<file path="src/rtl/spi_pkg.sv">
// Shared types and constants for the SPI transaction arbiter.
package spi_pkg;

  localparam int unsigned BYTE_W = 8;

  // Arbiter FSM encoding
  typedef enum logic [2:0] {
    ST_IDLE      = 3'd0,
    ST_LAUNCH    = 3'd1,
    ST_WAIT_LOW  = 3'd2,
    ST_WAIT_HIGH = 3'd3,
    ST_RESPOND   = 3'd4
  } state_e;

  // SPI modes as {CKP, CPH}
  localparam logic [1:0] MODE00 = 2'b00;
  localparam logic [1:0] MODE01 = 2'b01;
  localparam logic [1:0] MODE10 = 2'b10;
  localparam logic [1:0] MODE11 = 2'b11;

  // Per-transaction settings latched at grant and presented to the master
  typedef struct packed {
    logic              ckp;
    logic              cph;
    logic [BYTE_W-1:0] data;
  } spi_cfg_t;

endpackage

</file>
<file path="src/rtl/spi_rr_arbiter.sv">
// Combinational round-robin pick: first set request at or above the pointer, wrapping.
module spi_rr_arbiter #(
  parameter int unsigned N_REQ = 4,
  parameter int unsigned IDX_W = 2
) (
  input  logic [N_REQ-1:0] req_i,
  input  logic [IDX_W-1:0] rr_ptr_i,
  output logic [IDX_W-1:0] grant_o,
  output logic             valid_o
);

  function automatic logic [IDX_W-1:0] wrap_idx(input logic [IDX_W-1:0] base,
                                                input int unsigned     off);
    int unsigned s;
    s = 32'(base) + off;
    if (s >= N_REQ) s = s - N_REQ;
    return IDX_W'(s);
  endfunction

  // Scan upward from the pointer; the first hit wins
  always_comb begin
    grant_o = '0;
    valid_o = 1'b0;
    for (int unsigned off = 0; off < N_REQ; off++) begin
      if (!valid_o && req_i[wrap_idx(rr_ptr_i, off)]) begin
        grant_o = wrap_idx(rr_ptr_i, off);
        valid_o = 1'b1;
      end
    end
  end

endmodule

</file>
<file path="src/rtl/spi_txn_arbiter.sv">
// Round-robin scheduler sharing one SPI master between N_REQ requesters.
module spi_txn_arbiter
  import spi_pkg::*;
#(
  parameter int unsigned N_REQ   = 4,
  parameter int unsigned IDX_W   = 2,
  parameter int unsigned TIMEOUT = 255,
  parameter int unsigned TO_W    = 8
) (
  input  logic                    clk,
  input  logic                    rst,
  input  logic [N_REQ-1:0]        req,
  input  logic [BYTE_W*N_REQ-1:0] req_data,
  input  logic [2*N_REQ-1:0]      req_mode,
  output logic [N_REQ-1:0]        ack,
  output logic                    err,
  output logic [BYTE_W-1:0]       rx_data,
  output logic                    busy,
  output logic                    spi_strt,
  output logic [BYTE_W-1:0]       spi_data_in,
  output logic                    spi_ckp,
  output logic                    spi_cph,
  input  logic                    spi_cs,
  input  logic [BYTE_W-1:0]       spi_rx_data
);

  localparam logic [TO_W-1:0] TO_LIMIT = TO_W'(TIMEOUT);

  state_e              state_q, state_d;
  logic [IDX_W-1:0]    grant_q, grant_d;
  logic [IDX_W-1:0]    rr_q, rr_d;
  logic [TO_W-1:0]     cnt_q, cnt_d;
  spi_cfg_t            cfg_q, cfg_d;
  logic [N_REQ-1:0]    ack_q, ack_d;
  logic                err_q, err_d;
  logic [BYTE_W-1:0]   rx_q, rx_d;
  logic                busy_q, busy_d;
  logic                strt_q, strt_d;
  logic [IDX_W-1:0]    pick_idx;
  logic                pick_vld;

  spi_rr_arbiter #(
    .N_REQ (N_REQ),
    .IDX_W (IDX_W)
  ) u_rr (
    .req_i    (req),
    .rr_ptr_i (rr_q),
    .grant_o  (pick_idx),
    .valid_o  (pick_vld)
  );

  // Next-state and registered-output logic
  always_comb begin
    state_d = state_q;
    grant_d = grant_q;
    rr_d    = rr_q;
    cnt_d   = cnt_q;
    cfg_d   = cfg_q;
    ack_d   = '0;
    err_d   = err_q;
    rx_d    = rx_q;
    busy_d  = busy_q;
    strt_d  = 1'b0;

    unique case (state_q)
      ST_IDLE: begin
        if (pick_vld) begin
          grant_d  = pick_idx;
          cfg_d.data = req_data[BYTE_W*32'(pick_idx) +: BYTE_W];
          {cfg_d.ckp, cfg_d.cph} = req_mode[2*32'(pick_idx) +: 2];
          busy_d  = 1'b1;
          strt_d  = 1'b1;
          state_d = ST_LAUNCH;
        end
      end

      ST_LAUNCH: begin
        cnt_d   = '0;
        state_d = ST_WAIT_LOW;
      end

      ST_WAIT_LOW: begin
        if (!spi_cs) begin
          cnt_d   = '0;
          state_d = ST_WAIT_HIGH;
        end else if (cnt_q == TO_LIMIT) begin
          err_d   = 1'b1;
          rx_d    = '0;
          ack_d   = N_REQ'(1) << grant_q;
          busy_d  = 1'b0;
          state_d = ST_RESPOND;
        end else begin
          cnt_d = cnt_q + TO_W'(1);
        end
      end

      ST_WAIT_HIGH: begin
        if (spi_cs) begin
          err_d   = 1'b0;
          rx_d    = spi_rx_data;
          ack_d   = N_REQ'(1) << grant_q;
          busy_d  = 1'b0;
          state_d = ST_RESPOND;
        end else if (cnt_q == TO_LIMIT) begin
          err_d   = 1'b1;
          rx_d    = '0;
          ack_d   = N_REQ'(1) << grant_q;
          busy_d  = 1'b0;
          state_d = ST_RESPOND;
        end else begin
          cnt_d = cnt_q + TO_W'(1);
        end
      end

      ST_RESPOND: begin
        // Just-served requester drops to lowest priority
        if (32'(grant_q) + 32'd1 >= N_REQ) rr_d = '0;
        else                               rr_d = grant_q + IDX_W'(1);
        state_d = ST_IDLE;
      end

      default: state_d = ST_IDLE;
    endcase
  end

  // State and output registers with synchronous reset
  always_ff @(posedge clk) begin
    if (rst) begin
      state_q <= ST_IDLE;
      grant_q <= '0;
      rr_q    <= '0;
      cnt_q   <= '0;
      cfg_q   <= '0;
      ack_q   <= '0;
      err_q   <= 1'b0;
      rx_q    <= '0;
      busy_q  <= 1'b0;
      strt_q  <= 1'b0;
    end else begin
      state_q <= state_d;
      grant_q <= grant_d;
      rr_q    <= rr_d;
      cnt_q   <= cnt_d;
      cfg_q   <= cfg_d;
      ack_q   <= ack_d;
      err_q   <= err_d;
      rx_q    <= rx_d;
      busy_q  <= busy_d;
      strt_q  <= strt_d;
    end
  end

  assign ack         = ack_q;
  assign err         = err_q;
  assign rx_data     = rx_q;
  assign busy        = busy_q;
  assign spi_strt    = strt_q;
  assign spi_data_in = cfg_q.data;
  assign spi_ckp     = cfg_q.ckp;
  assign spi_cph     = cfg_q.cph;

endmodule

</file>
<file path="config.mk">
export PLATFORM = sky130hd
export DESIGN_NAME = spi_txn_arbiter
export DESIGN_NICKNAME = d
export VERILOG_FILES = /design/src/rtl/spi_pkg.sv /design/src/rtl/spi_rr_arbiter.sv /design/src/rtl/spi_txn_arbiter.sv
export SDC_FILE = /design/constraint.sdc
export NUM_CORES = 1
export LEC_CHECK = 0
export CAP_MARGIN = 10
export CORE_MARGIN = 2
export CORE_UTILIZATION = 39
export DETAILED_ROUTE_END_ITERATION = 10
export PLACE_DENSITY_LB_ADDON = 0.3
export SYNTH_ARGS = -nofsm -noshare
export SYNTH_HDL_FRONTEND = slang
export SYNTH_SLANG_ARGS = --single-unit
export TNS_END_PERCENT = 5
</file>
<file path="constraint.sdc">
create_clock -name clk -period 1.62 [get_ports clk]
set_input_delay 0.162 -clock clk [delete_from_list [all_inputs] [get_ports clk]]
set_output_delay 0.162 -clock clk [all_outputs]
set_load 0.02 [all_outputs]
</file>
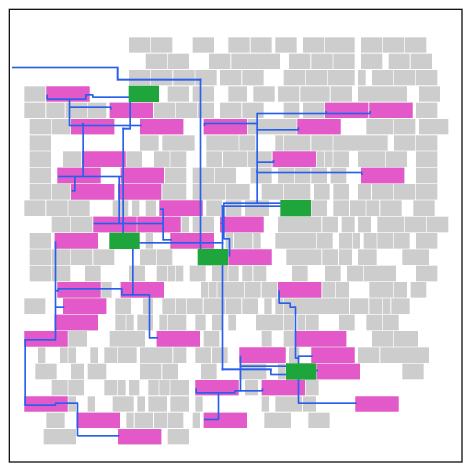
Run 1: routed clock nets over the placement
Scale: 6 px per um.
flip-flops: drawn in magenta, count 40. clock wires: drawn in blue, length 508 um. clock drivers: drawn in green, count 5.
There are 6 routed clock nets.

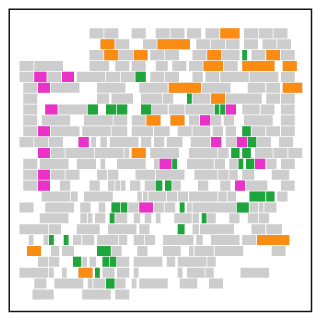
Run 1: logic cells by family
Scale: 4 px per um.
multiplexers: drawn in orange, cells 19, most used mux2i_1. AND-OR and OR-AND gates: drawn in magenta, cells 17, most used a22o_1. NAND gates: drawn in green, cells 35, most used nand2_1.
final cell count without fillers: 390
most frequent logic cell in the layout: clkdlybuf4s50_1
logic share of the area: 37.3%

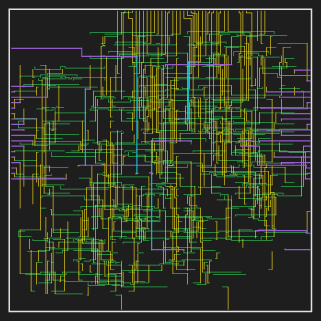
Run 1: signal wires by layer
Scale: 4 px per um.
metal 4: drawn in cyan, wire length 89.8 um. metal 2: drawn in yellow, wire length 2710 um. metal 1: drawn in green, wire length 2530 um. metal 3: drawn in purple, wire length 318 um.
via count: 1954
WL/cell: 14.5 um

run 1: cell usage after synthesis, types with 2 or more instances:
cell and count:
a31oi_1 2, nand3b_1 5, nand2b_1 3, nand4_1 6, a21oi_1 4, nand2_1 13, xor2_1 4, o211ai_2 5
o221ai_1 5, a22o_1 8, mux2i_1 19, and3_1 2, nor3_1 7, nand3_1 7, buf_2 2, nor2_1 17
or2_2 2, a21o_1 7, o31ai_1 5, inv_1 5, ha_1 5, and2_1 5, dfxtp_1 40, clkbuf_1 3
o21bai_1 2
run 1: flip-flops by register name, summed over array words and instances, names as in the netlist:
signal	cells
spi_strt	1
spi_cph	1
spi_ckp	1
spi_data_in	8
err	1
busy	1
ack	4
state_q	3
rx_data	8
rr_q	2
grant_q	2
cnt_q	8
==> impl_metrics.yaml, run 1 <==
# generated from flow reports
outcome:
  status: "complete, but fails checks"
  violations: "negative setup slack"
drt:
  wl_um: 5650
  dr_wl_met2_um: 2710
die:
  die_y_um: 75.2
  fp_util_pct: 41.0
setup_path:
  critPathBufInv: 3
  crit_slowest_cell: "or3_4"
  cp_data_arrival_time_ns: 1.88
  critical_path.top_delay_family: "buffers and inverters"
  cpMostUsedCell: "buf_4"
  worstSetupEndpointType: "register"
  path_max_fanout: 5
  reg2reg_depth: 7
clock_tree:
  cts_resized: 6
  clk_pin_slew_ns: 0.08
  numCtsBuffers: 5
  cts_tree: "built"
  hold_buffers: 0
layout:
  multiInputCombCellCount: 153
  regArea_sq_um: 806
  buffers: 115
  flops: 40
  layout.nonclk_buf_share_pct: 32.5
  dominant_cells: "combinational gates"
yosys:
  fp_nets: 265
  yosysCellCount: 205
  ys_sh_simple_pct: 20.4
  ys_chip_area_sq_um: 1980
  ys_sh_adder_pct: 3.16
  netlist.area_leader.share_pct: 40.5
grt:
  grt_pass1_wl_um: 8080
  grt_max_degree: 17
  grt_util_all_layers_pct: 18.8
power:
  sw_frac_of_total_pct: 27.8
  pwr-share-seq_pct: 40.9
  pg_clk_mw: 0.814
  maxPowerGroup: "registers"
placement:
  pre_cts_slack_ns: -0.376
  place.gp.congestion: 0.880
timing:
  setup_viol: 1
  finalWorstSetupSlack_ns: -0.0505
  tightest_slew_ns: 0.388
  tns_ns: -0.0505
Run 1, the metal 3 layer:
Scale: 6 px per um.
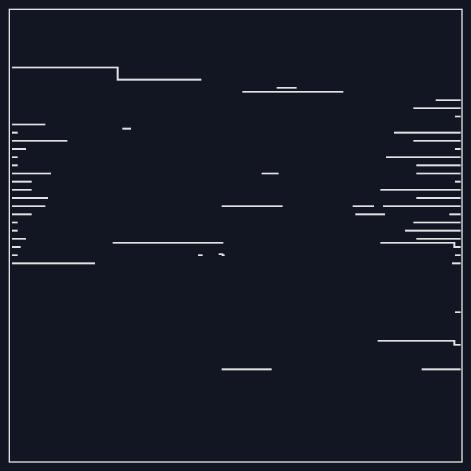

==> run 1 -> run 2 <==
--- a/config.mk
+++ b/config.mk
@@ -5,8 +5,9 @@
 export SDC_FILE = /design/constraint.sdc
 export NUM_CORES = 1
 export LEC_CHECK = 0
+export ABC_AREA = 0
 export CAP_MARGIN = 10
-export CORE_MARGIN = 2
+export CORE_MARGIN = 5
 export CORE_UTILIZATION = 39
 export DETAILED_ROUTE_END_ITERATION = 10
 export PLACE_DENSITY_LB_ADDON = 0.3
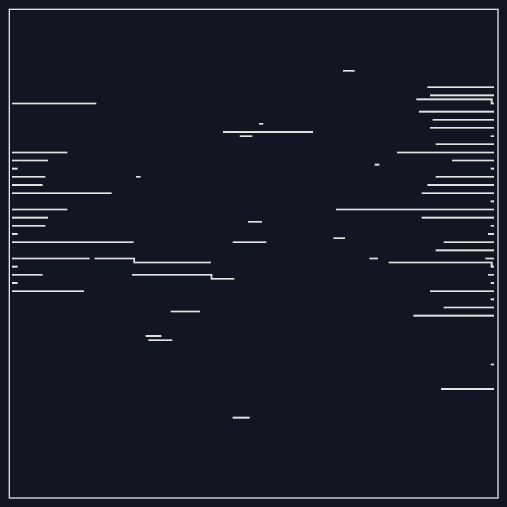
Run 2: the metal 3 layer
Scale: 6 px per um.
57 nets have wire on it. The longest straight run is 26.0 um. The layer carries 454 um of wire. The layer holds 7.8% of the routed length. The wires run mostly horizontal.

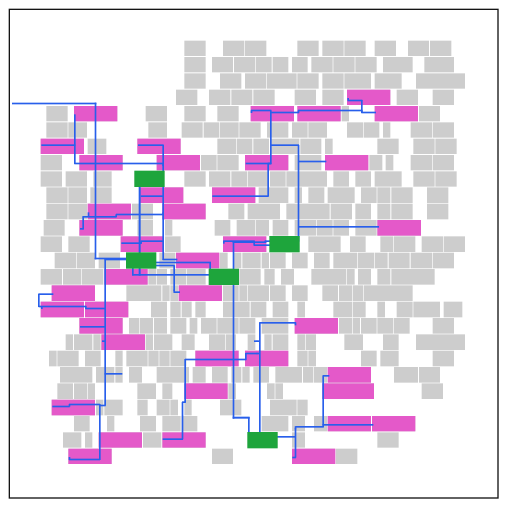
Run 2: routed clock nets over the placement
Scale: 6 px per um.
clock wires: drawn in blue, length 508 um. flip-flops: drawn in magenta, count 40. clock drivers: drawn in green, count 5.
There are 6 routed clock nets.
Worst-Skew Late Latency: 0.29 ns
clock-net power: 0.680 mW
Setup Skew: 0.00874 ns
Clock Power Share: 26.4%

==> impl_metrics.yaml, run 2 <==
# generated from flow reports
setup_path:
  path_max_fanout: 5
  critical_path.top_delay_family: "buffers and inverters"
  crit_slowest_cell: "clkdlybuf4s50_1"
  cp_data_arrival_time_ns: 1.82
  worstSetupEndpointType: "register"
  path_depth: 8
  critPathBufInv: 5
  reg2reg_depth: 7
  cpMostUsedCell: "buf_4"
clock_tree:
  cts_tree: "built"
  cts_buffer_depth: 2
  clk_pin_slew_ns: 0.08
  hold_buffers: 0
  numCtsBuffers: 5
yosys:
  ys_chip_area_sq_um: 1980
  yosys_most_used_dff: "dfxtp_1"
  yosysMostFrequentCell: "dfxtp_1"
  ys_sh_simple_pct: 20.4
  netlist.area_leader.share_pct: 40.5
  yosysCellCount: 205
  ys_sh_adder_pct: 3.16
  synthTopCellsByCount: "dfxtp_1, mux2i_1, nor2_1"
  fp_nets: 265
grt:
  grt_pass1_wl_um: 9260
  grt_max_degree: 16
  grt_util_all_layers_pct: 18.0
drt:
  dr_wl_met2_um: 2790
  wire_per_inst_um: 14.8
  dr_total_vias: 1995
  wl_um: 5860
  detail_route.iter0.violations: 63
placement:
  dp_cells: 382
  place.gp.congestion: 0.864
  pre_cts_slack_ns: -0.395
power:
  maxPowerGroup: "registers"
  p_leak_nw: 1.33
  pwr-share-seq_pct: 43.0
  sw_frac_of_total_pct: 28.1
outcome:
  violations: "negative setup slack"
  status: "complete, but fails checks"
die:
  fp_util_pct: 39.5
  die_y_um: 81.2
layout:
  regArea_sq_um: 805
  lay_top_count: "clkdlybuf4s50_1"
timing:
  setup_viol: 7
  finalWorstSetupSlack_ns: -0.0431
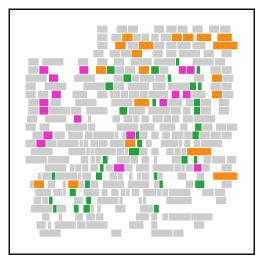
Run 2: logic cells by family
Scale: 3 px per um.
NAND gates: drawn in green, cells 35, most used nand2_1. AND-OR and OR-AND gates: drawn in magenta, cells 17, most used a22o_1. multiplexers: drawn in orange, cells 19, most used mux2i_1.
logic share of the area: 35.9%
final cell count without fillers: 397

run 2: netlist changes by cell type in the layout (fill, tap and decap cells not counted), sizes merged:
| cell | change |
|---|---|
| buf | +6 |
| bufinv | -1 |
| clkbuf | +2 |
| clkinv | -1 |
| clkinvlp | -1 |
| dlygate4sd2 | +1 |
| dlymetal6s2s | -1 |
| o21bai | -1 |
run 2: area by class of cell:
class                      instances  area share, %
clock buffer                       8           2.69
inverter                           7          0.785
tap                               70           2.62
sequential                        40           24.0
multi-input combinational        152           35.9
timing repair buffer             120           33.9
run 2: timing repair:
action / in CTS / in global routing
resized: 11 / 14
setup buffers: 6 / 1
endpoints found under the setup margin: 23 / 31
pin swaps: 2 / 2
Power is estimated from default activity; no workload was simulated.
